## config.mk

```make
export PLATFORM = sky130hd
export DESIGN_NAME = axi_slave_resp_push_fsm
export DESIGN_NICKNAME = d
export VERILOG_FILES = /design/src/rtl/axi_slave_resp_push_fsm.sv
export SDC_FILE = /design/constraint.sdc
export NUM_CORES = 1
export LEC_CHECK = 0
export CORE_AREA = 5 5 210 212
export CTS_CLUSTER_DIAMETER = 120
export DETAILED_ROUTE_END_ITERATION = 8
export DIE_AREA = 0 0 215 217
export SLEW_MARGIN = 20
export SYNTH_ARGS = -nofsm -noshare
export SYNTH_HDL_FRONTEND = slang
export SYNTH_SLANG_ARGS = --single-unit
```

## constraint.sdc

```tcl
create_clock -name clk -period 3.5 [get_ports clk]
set_input_delay 0.35 -clock clk [delete_from_list [all_inputs] [get_ports clk]]
set_output_delay 0.35 -clock clk [all_outputs]
set_load 0.005 [all_outputs]
```

## src/rtl/axi_slave_resp_push_fsm.sv

```systemverilog
// Response-path push stage: turns completion headers and data beats into AXI R-channel
// beats written to the slave response buffer, tracking buffer occupancy to avoid overrun.
module axi_slave_resp_push_fsm #(
    parameter int unsigned DATA_W    = 256,
    parameter int unsigned TAG_W     = 8,
    parameter int unsigned LEN_W     = 8,
    parameter int unsigned MAX_COUNT = 10,
    localparam int unsigned CNT_W    = $clog2(MAX_COUNT + 1)
) (
    input  logic              clk,
    input  logic              arst,
    input  logic              cpl_valid,
    output logic              cpl_ready,
    input  logic [TAG_W-1:0]  cpl_tag,
    input  logic [LEN_W-1:0]  cpl_len,
    input  logic              cpl_err,
    input  logic              dat_valid,
    output logic              dat_ready,
    input  logic [DATA_W-1:0] dat_data,
    output logic              buf_wr_en,
    output logic [DATA_W-1:0] buf_wr_data,
    output logic [TAG_W-1:0]  buf_wr_id,
    output logic [1:0]        buf_wr_resp,
    output logic              buf_wr_last,
    input  logic              buf_rd_en,
    output logic [CNT_W-1:0]  count,
    output logic              full,
    output logic              empty
);

    localparam logic [1:0] RESP_OKAY   = 2'b00;
    localparam logic [1:0] RESP_SLVERR = 2'b10;

    typedef enum logic [1:0] {
        S_IDLE = 2'd0,
        S_DATA = 2'd1,
        S_ERR  = 2'd2
    } state_e;

    state_e              state_q, state_d;
    logic [TAG_W-1:0]    tag_q, tag_d;
    logic [LEN_W-1:0]    len_q, len_d;
    logic [LEN_W-1:0]    beat_cnt_q, beat_cnt_d;
    logic [CNT_W-1:0]    count_q, count_d;
    logic                full_q, full_d;
    logic                empty_q, empty_d;
    logic                cpl_ready_q, cpl_ready_d;
    logic                dat_ready_q, dat_ready_d;
    logic                wr_en_q, wr_en_d;
    logic [DATA_W-1:0]   wr_data_q, wr_data_d;
    logic [TAG_W-1:0]    wr_id_q, wr_id_d;
    logic [1:0]          wr_resp_q, wr_resp_d;
    logic                wr_last_q, wr_last_d;
    logic                push, pop, last_beat;

    // Next-state, beat push and occupancy tracking.
    always_comb begin
        state_d    = state_q;
        tag_d      = tag_q;
        len_d      = len_q;
        beat_cnt_d = beat_cnt_q;
        wr_en_d    = 1'b0;
        wr_data_d  = wr_data_q;
        wr_id_d    = wr_id_q;
        wr_resp_d  = wr_resp_q;
        wr_last_d  = wr_last_q;
        push       = 1'b0;
        last_beat  = (beat_cnt_q == len_q);

        unique case (state_q)
            S_IDLE: begin
                if (cpl_valid && cpl_ready_q) begin
                    tag_d      = cpl_tag;
                    len_d      = cpl_len;
                    beat_cnt_d = '0;
                    state_d    = cpl_err ? S_ERR : S_DATA;
                end
            end
            S_DATA: begin
                if (dat_valid && dat_ready_q) begin
                    push      = 1'b1;
                    wr_data_d = dat_data;
                    wr_resp_d = RESP_OKAY;
                end
            end
            S_ERR: begin
                if (!full_q) begin
                    push      = 1'b1;
                    wr_data_d = '0;
                    wr_resp_d = RESP_SLVERR;
                end
            end
            default: state_d = S_IDLE;
        endcase

        if (push) begin
            wr_en_d    = 1'b1;
            wr_id_d    = tag_q;
            wr_last_d  = last_beat;
            beat_cnt_d = beat_cnt_q + LEN_W'(1);
            if (last_beat) begin
                state_d = S_IDLE;
            end
        end

        // A pop against an empty buffer is ignored so the counter never wraps.
        pop = buf_rd_en && !empty_q;
        unique case ({push, pop})
            2'b10:   count_d = count_q + CNT_W'(1);
            2'b01:   count_d = count_q - CNT_W'(1);
            default: count_d = count_q;
        endcase

        full_d      = (count_d == CNT_W'(MAX_COUNT));
        empty_d     = (count_d == '0);
        cpl_ready_d = (state_d == S_IDLE);
        dat_ready_d = (state_d == S_DATA) && !full_d;
    end

    always_ff @(posedge clk or negedge arst) begin
        if (!arst) begin
            state_q     <= S_IDLE;
            tag_q       <= '0;
            len_q       <= '0;
            beat_cnt_q  <= '0;
            count_q     <= '0;
            full_q      <= 1'b0;
            empty_q     <= 1'b1;
            cpl_ready_q <= 1'b0;
            dat_ready_q <= 1'b0;
            wr_en_q     <= 1'b0;
            wr_data_q   <= '0;
            wr_id_q     <= '0;
            wr_resp_q   <= '0;
            wr_last_q   <= 1'b0;
        end else begin
            state_q     <= state_d;
            tag_q       <= tag_d;
            len_q       <= len_d;
            beat_cnt_q  <= beat_cnt_d;
            count_q     <= count_d;
            full_q      <= full_d;
            empty_q     <= empty_d;
            cpl_ready_q <= cpl_ready_d;
            dat_ready_q <= dat_ready_d;
            wr_en_q     <= wr_en_d;
            wr_data_q   <= wr_data_d;
            wr_id_q     <= wr_id_d;
            wr_resp_q   <= wr_resp_d;
            wr_last_q   <= wr_last_d;
        end
    end

    assign cpl_ready   = cpl_ready_q;
    assign dat_ready   = dat_ready_q;
    assign buf_wr_en   = wr_en_q;
    assign buf_wr_data = wr_data_q;
    assign buf_wr_id   = wr_id_q;
    assign buf_wr_resp = wr_resp_q;
    assign buf_wr_last = wr_last_q;
    assign count       = count_q;
    assign full        = full_q;
    assign empty       = empty_q;

endmodule

```

==> run_results.csv, run 1 <==
group,metric,value,unit
worst_setup_path,startpoint,"state_q[1]",
detailed_routing,routed_via_density,4.667,
synth,ys_seq_frac,0.6848,
clock_network,numCtsBuffers,36,
placed_design,dp_cells,1850,
worst_setup_path,rr_endpoint,"dat_ready",
worst_setup_path,worst-endpoint-arrival,3.20,ns
final_layout,clock_area_frac,0.06385,
detailed_routing,drtIter0Drc,605,
worst_setup_path,critPathBufInv,1,
final_timing,tightest_slew,0.8379,ns
final_layout,drive_gt1_frac,0.07049,
floorplan,io_pins,554,
final_layout,area_growth,68.15,%
clock_network,clockBufferDepth,3,
worst_setup_path,crit_type,"reg2reg",
worst_setup_path,start_kind,"flop",
grt,overflow,0,
synth,yosysWarnings,0,
synth,xor_share,0.01183,
detailed_routing,routedWlPerCell,21.52,um
synth,fa_ha_area_frac,0.006824,
final_layout,largest_reg_flops,256,
power_and_ir_drop,irDropWorstVdd,0.4048,mV
power_and_ir_drop,leakage,0.008252,uW
placed_design,post_dp_cell_area,17300,um2
worst_setup_path,crit_cells,10,
final_timing,holdWs,0.3457,ns
power_and_ir_drop,total_power,11350,uW
worst_hold_path,hp-start,"cpl_len[2]",
grt,grt_max_degree,161,
synth,synth.most_common_cell,"dfrtp_1",
synth,compound_area_frac,0.2216,
synth,flop_cell,"dfrtp_1",
worst_hold_path,hold_path_depth,3,
final_timing,finalCriticalPeriod,2.808,ns
grt,use_met1,0.2086,
grt,grtUsageTotal,0.1711,
final_layout,flops,301,
detailed_routing,wl_met3,2879,um
final_layout,logic_area,3208,um2
final_timing,min_period_over_period,0.8022,
placed_design,io_buffers,552,
placed_design,gp_congestion,0.8312,
synth,ys_chip_area,11000,um2
detailed_routing,wirelength,41280,um
detailed_routing,route.vias.total,8952,
detailed_routing,wl_met2,20540,um
final_layout,mostFrequentLayoutCell,"clkdlybuf4s50_1",
power_and_ir_drop,swShare,0.3178,
status,outcome,"finished clean",
synth,synth-cells-yosys,799,
detailed_routing,wl_met1,16500,um
floorplan,fp.dieH,217,um
detailed_routing,top_layer,"met5",
clock_network,root_buffer,"clkbuf_16",
synth,syn_area,11000,um2
power_and_ir_drop,power.internal,7743,uW
worst_setup_path,crit_family,"simple AND/OR/NAND/NOR gates",
power_and_ir_drop,p_seq_frac,0.367,
synth,syn-instance-count,799,
worst_hold_path,hold_path_end,"len_q[2]",
grt,grt_pass1_vias,9417,
synth,top_cells_by_count,"dfrtp_1 (300), a22o_1 (256), nand2_1 (87)",
final_timing,rsz0062_at_grt,"no",
synth,edf_count,0,
power_and_ir_drop,p_sw,3608,uW
synth,floorplan.nets,1083,
final_timing,fmax,356.1,MHz
worst_setup_path,reg2reg_depth,10,
synth,logic_family,"AND-OR/OR-AND gates",
floorplan,row_count,75,
synth,async_reset_ff_frac,1.000,
final_layout,final_cells,1918,
worst_setup_path,required,3.89,ns
worst_setup_path,reg2reg_setup_slack,0.69,ns
final_layout,fill_cells,3870,
final_timing,fin_tns_setup,0,ns
power_and_ir_drop,power_density,613.6,nW/um2
synth,synth.distinct_cells,39,
final_layout,design_area,18500,um2
final_layout,nNonClkInverters,6,
worst_hold_path,hp-class,"in2reg",
synth,numSynthFlops,301,
clock_network,path_clk_slew,0.06,ns
clock_network,post-cts-setup-buffers,0,
worst_setup_path,crit_path_frequent_cell,"ha_1",
floorplan,coreArea,41760,um2
floorplan,chipArea,46660,um2
run,warning_count,32,
floorplan,tap_cells,539,
clock_network,clock_latency,0.53,ns
final_layout,n_antenna_cell,3,
worst_setup_path,critical_path.max_fanout,5,
synth,ys_sh_simple,0.04743,
grt,grt_pass1_wl,62190,um
final_layout,final_cell_mix,"clkdlybuf4s50_1 (551), dfrtp_1 (300), a22o_1 (256)",
clock_network,ctsHoldBuffers,1,
worst_setup_path,endpoint,"dat_ready",
grt,grt.busiest_layer,"met2",
grt,antenna_found_initial,5,
detailed_routing,drc,0,
power_and_ir_drop,comb-power,3480,uW
worst_setup_path,r2r_start,"state_q[1]",
run,max-cap-violations,0,
detailed_routing,drt_first_pass_iters,5,
worst_setup_path,end_kind,"flop",
worst_setup_path,cp_slowest_stage_delay,0.48,ns
final_timing,setup_viol,0,
power_and_ir_drop,pg_clk,3710,uW
final_timing,relSlewSlack,0.4414,
synth,area_leaders,"dfrtp_1 (68%), a22o_1 (20%), nand2_1 (3.0%), clkbuf_1 (2.1%), xnor2_1 (0.88%)",
power_and_ir_drop,combPwrFrac,0.306,
synth,largest_area_cell,"dfrtp_1",
grt,met2_usage,0.2863,
worst_setup_path,crit_slowest_cell,"or4b_1",
final_layout,nMultiInputCombCells,428,
synth,syn_avg_cell_area,13.77,um2
final_timing,worst_slack,0.6922,ns
power_and_ir_drop,power_frac_clock,0.326,
clock_network,postCtsResizedCells,0,
floorplan,fp_util,0.2634,
worst_setup_path,path_cells,"inv_1 -> ha_1 -> nand3_1 -> a21o_1 -> ha_1 -> nor2b_1 -> or4b_1 -> a31oi_2 -> xor2_2 -> a211oi_1",
grt,use_met3,0.05295,
synth,top_area_frac,0.6824,
clock_network,cts_max_level,2,
final_timing,hold_viol_final,0,
final_layout,fin_nets,1634,
placed_design,dpl.hpwl,30760,um
Figure 1. Clock wires, drivers and flops (run 1).
Scale bar: 50 um.
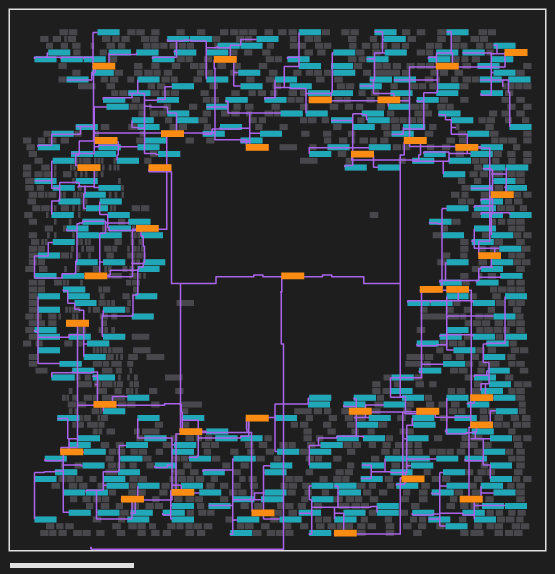
[clock-net drivers] orange | count: 36
[clock wires] purple | length: 4230 um
[flip-flops] cyan | count: 301
flops lie: all over the die
routed clock nets: 37

Figure 2. Clock wiring as the flow saved it (run 1).
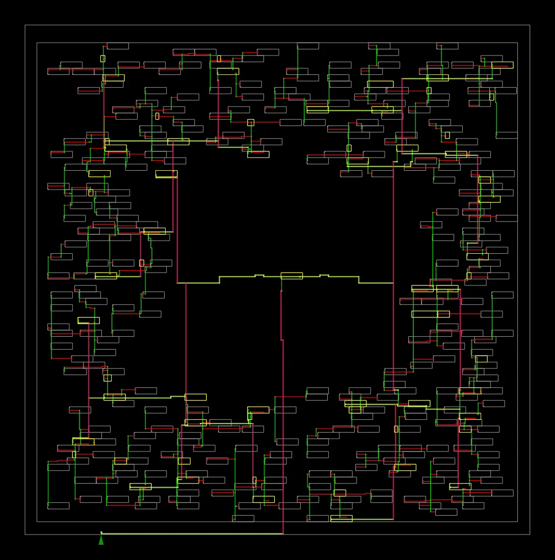
clk sinks: 301
clock buffers: 50
clock skew: 0.01266 ns

Figure 3. Sequential cells grouped by signal name (run 1).
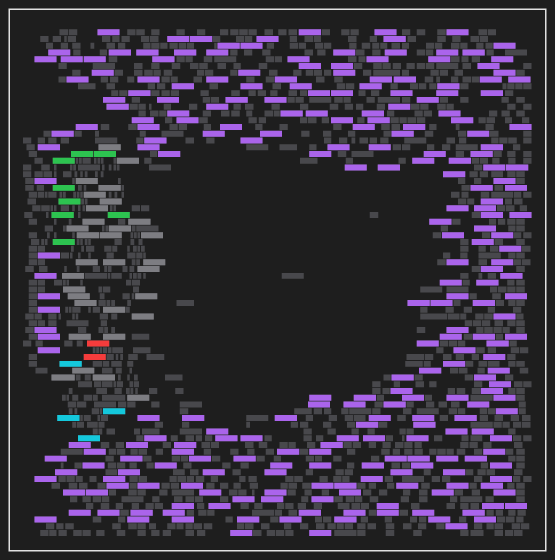
[count] cyan | sequential cells: 4 | where: bottom left
[state_q] red | sequential cells: 2
[tag_q] green | sequential cells: 8
[buf_wr_data] purple | sequential cells: 256 | where: all over the die
Seq/total area: 0.4073
final core occ: 0.4430
Storage cell area: 7533 um2
sequential power: 4170 uW

Figure 4. The metal 4 layer (run 1).
Supply wires on this layer in grey.
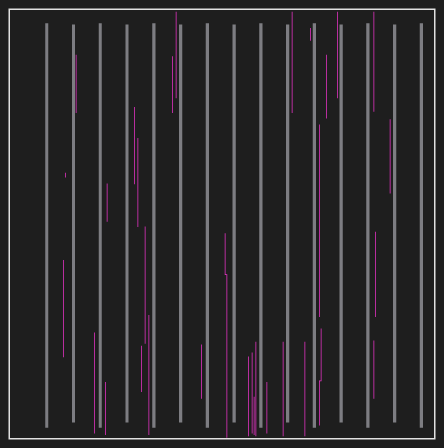

==> run 2, diff against run 1 <==
--- a/config.mk
+++ b/config.mk
@@ -5,10 +5,10 @@
 export SDC_FILE = /design/constraint.sdc
 export NUM_CORES = 1
 export LEC_CHECK = 0
-export CORE_AREA = 5 5 210 212
+export CORE_AREA = 5 5 215 217
 export CTS_CLUSTER_DIAMETER = 120
 export DETAILED_ROUTE_END_ITERATION = 8
-export DIE_AREA = 0 0 215 217
+export DIE_AREA = 0 0 220 222
 export SLEW_MARGIN = 20
 export SYNTH_ARGS = -nofsm -noshare
 export SYNTH_HDL_FRONTEND = slang
==> constraint.sdc (replaced) <==
create_clock -name clk -period 2.5 [get_ports clk]
set_input_delay 0.25 -clock clk [delete_from_list [all_inputs] [get_ports clk]]
set_output_delay 0.25 -clock clk [all_outputs]
set_load 0.005 [all_outputs]
Figure 5. The metal 4 layer (run 2).
Supply wires on this layer in grey.
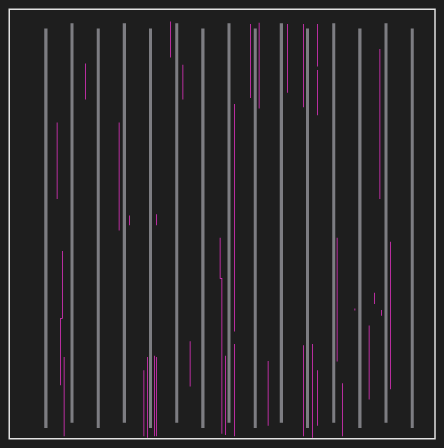
wire length on this layer: 1410 um
longest straight run: 118 um
share of all routed wire: 3.4%
main direction: vertical

==> run 2 against run 1 <==
Compared with the run above:
- non-clock buffer count grew 10
- cell count grew 3.0%
- clock skew is essentially flat
- flip-flop count is the same
- largest cell class unchanged
- highest routed layer unchanged
==> run_results.csv, run 2 <==
group,metric,value,unit
worst_setup_path,end_kind,"flop",
clock_network,path_clk_slew,0.06,ns
clock_network,numCtsBuffers,35,
clock_network,postCtsResizedCells,2,
worst_setup_path,crit_path_frequent_cell,"ha_4",
power_and_ir_drop,power_frac_clock,0.327,
placed_design,post_dp_cell_area,17500,um2
synth,xor_share,0.01183,
detailed_routing,wl_met3,3631,um
synth,top_area_frac,0.6824,
final_layout,design_area,18710,um2
grt,use_met3,0.05435,
worst_setup_path,worst-endpoint-arrival,2.79,ns
grt,grt.busiest_layer,"met2",
worst_setup_path,crit_cells,10,
synth,syn_avg_cell_area,13.77,um2
power_and_ir_drop,comb-power,4800,uW
worst_setup_path,critPathBufInv,2,
final_layout,final_cells,1976,
run,max-cap-violations,0,
final_timing,tightest_slew,0.6074,ns
synth,synth.most_common_cell,"dfrtp_1",
worst_setup_path,start_kind,"flop",
worst_setup_path,reg2reg_depth,10,
clock_network,post-cts-setup-buffers,2,
floorplan,fp.dieH,222,um
grt,met2_usage,0.2731,
synth,logic_family,"AND-OR/OR-AND gates",
floorplan,chipArea,48840,um2
worst_setup_path,rr_endpoint,"dat_ready",
worst_setup_path,r2r_start,"state_q[0]",
worst_setup_path,reg2reg_setup_slack,0.10,ns
synth,ys_seq_frac,0.6848,
synth,compound_area_frac,0.2216,
detailed_routing,wl_met1,16350,um
final_layout,area_growth,70.12,%
placed_design,io_buffers,552,
synth,numSynthFlops,301,
clock_network,clock_sinks,301,
final_layout,logic_area,3288,um2
synth,top_cells_by_count,"dfrtp_1 (300), a22o_1 (256), nand2_1 (87)",
status,outcome,"finished clean",
final_layout,fin_nets,1643,
final_layout,flops,301,
worst_hold_path,hp-start,"cpl_tag[7]",
worst_setup_path,crit_slowest_cell,"or4b_4",
detailed_routing,drt_first_pass_iters,4,
final_layout,final_cell_mix,"clkdlybuf4s50_1 (551), dfrtp_1 (299), a22o_1 (256)",
final_timing,fmax,416.7,MHz
grt,grtUsageTotal,0.1632,
floorplan,fp_util,0.2504,
final_layout,nClkBuffers,56,
detailed_routing,top_layer,"met5",
detailed_routing,routed_via_density,4.545,
final_timing,fin_tns_setup,0,ns
synth,syn_area,11000,um2
synth,floorplan.nets,1083,
power_and_ir_drop,pg_clk,5150,uW
power_and_ir_drop,irDropWorstVdd,0.6654,mV
grt,overflow,0,
floorplan,io_pins,554,
synth,async_reset_ff_frac,1.000,
power_and_ir_drop,p_seq_frac,0.369,
clock_network,clock_latency,0.53,ns
synth,flop_cell,"dfrtp_1",
final_timing,relSlewSlack,0.5951,
worst_setup_path,startpoint,"state_q[0]",
worst_setup_path,required,2.89,ns
Figure 6. Sequential cells grouped by signal name (run 2).
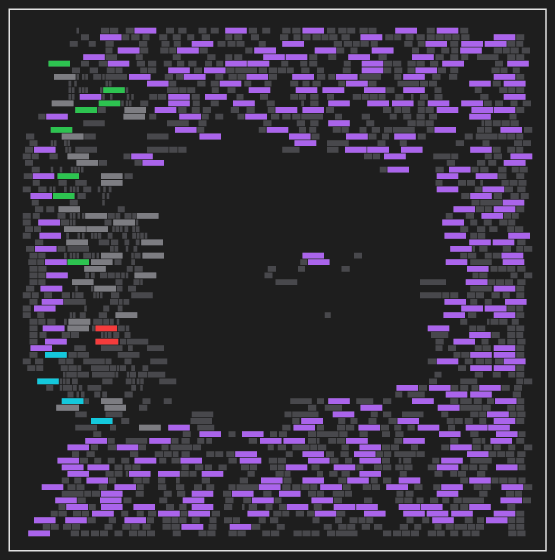
[buf_wr_data] purple | sequential cells: 256 | where: all over the die
[count] cyan | sequential cells: 4
[state_q] red | sequential cells: 2
[tag_q] green | sequential cells: 8 | where: top left
Storage cell area: 7535 um2
Seq/total area: 0.4026
sequential power: 5820 uW

Power is estimated from default activity; no workload was simulated.
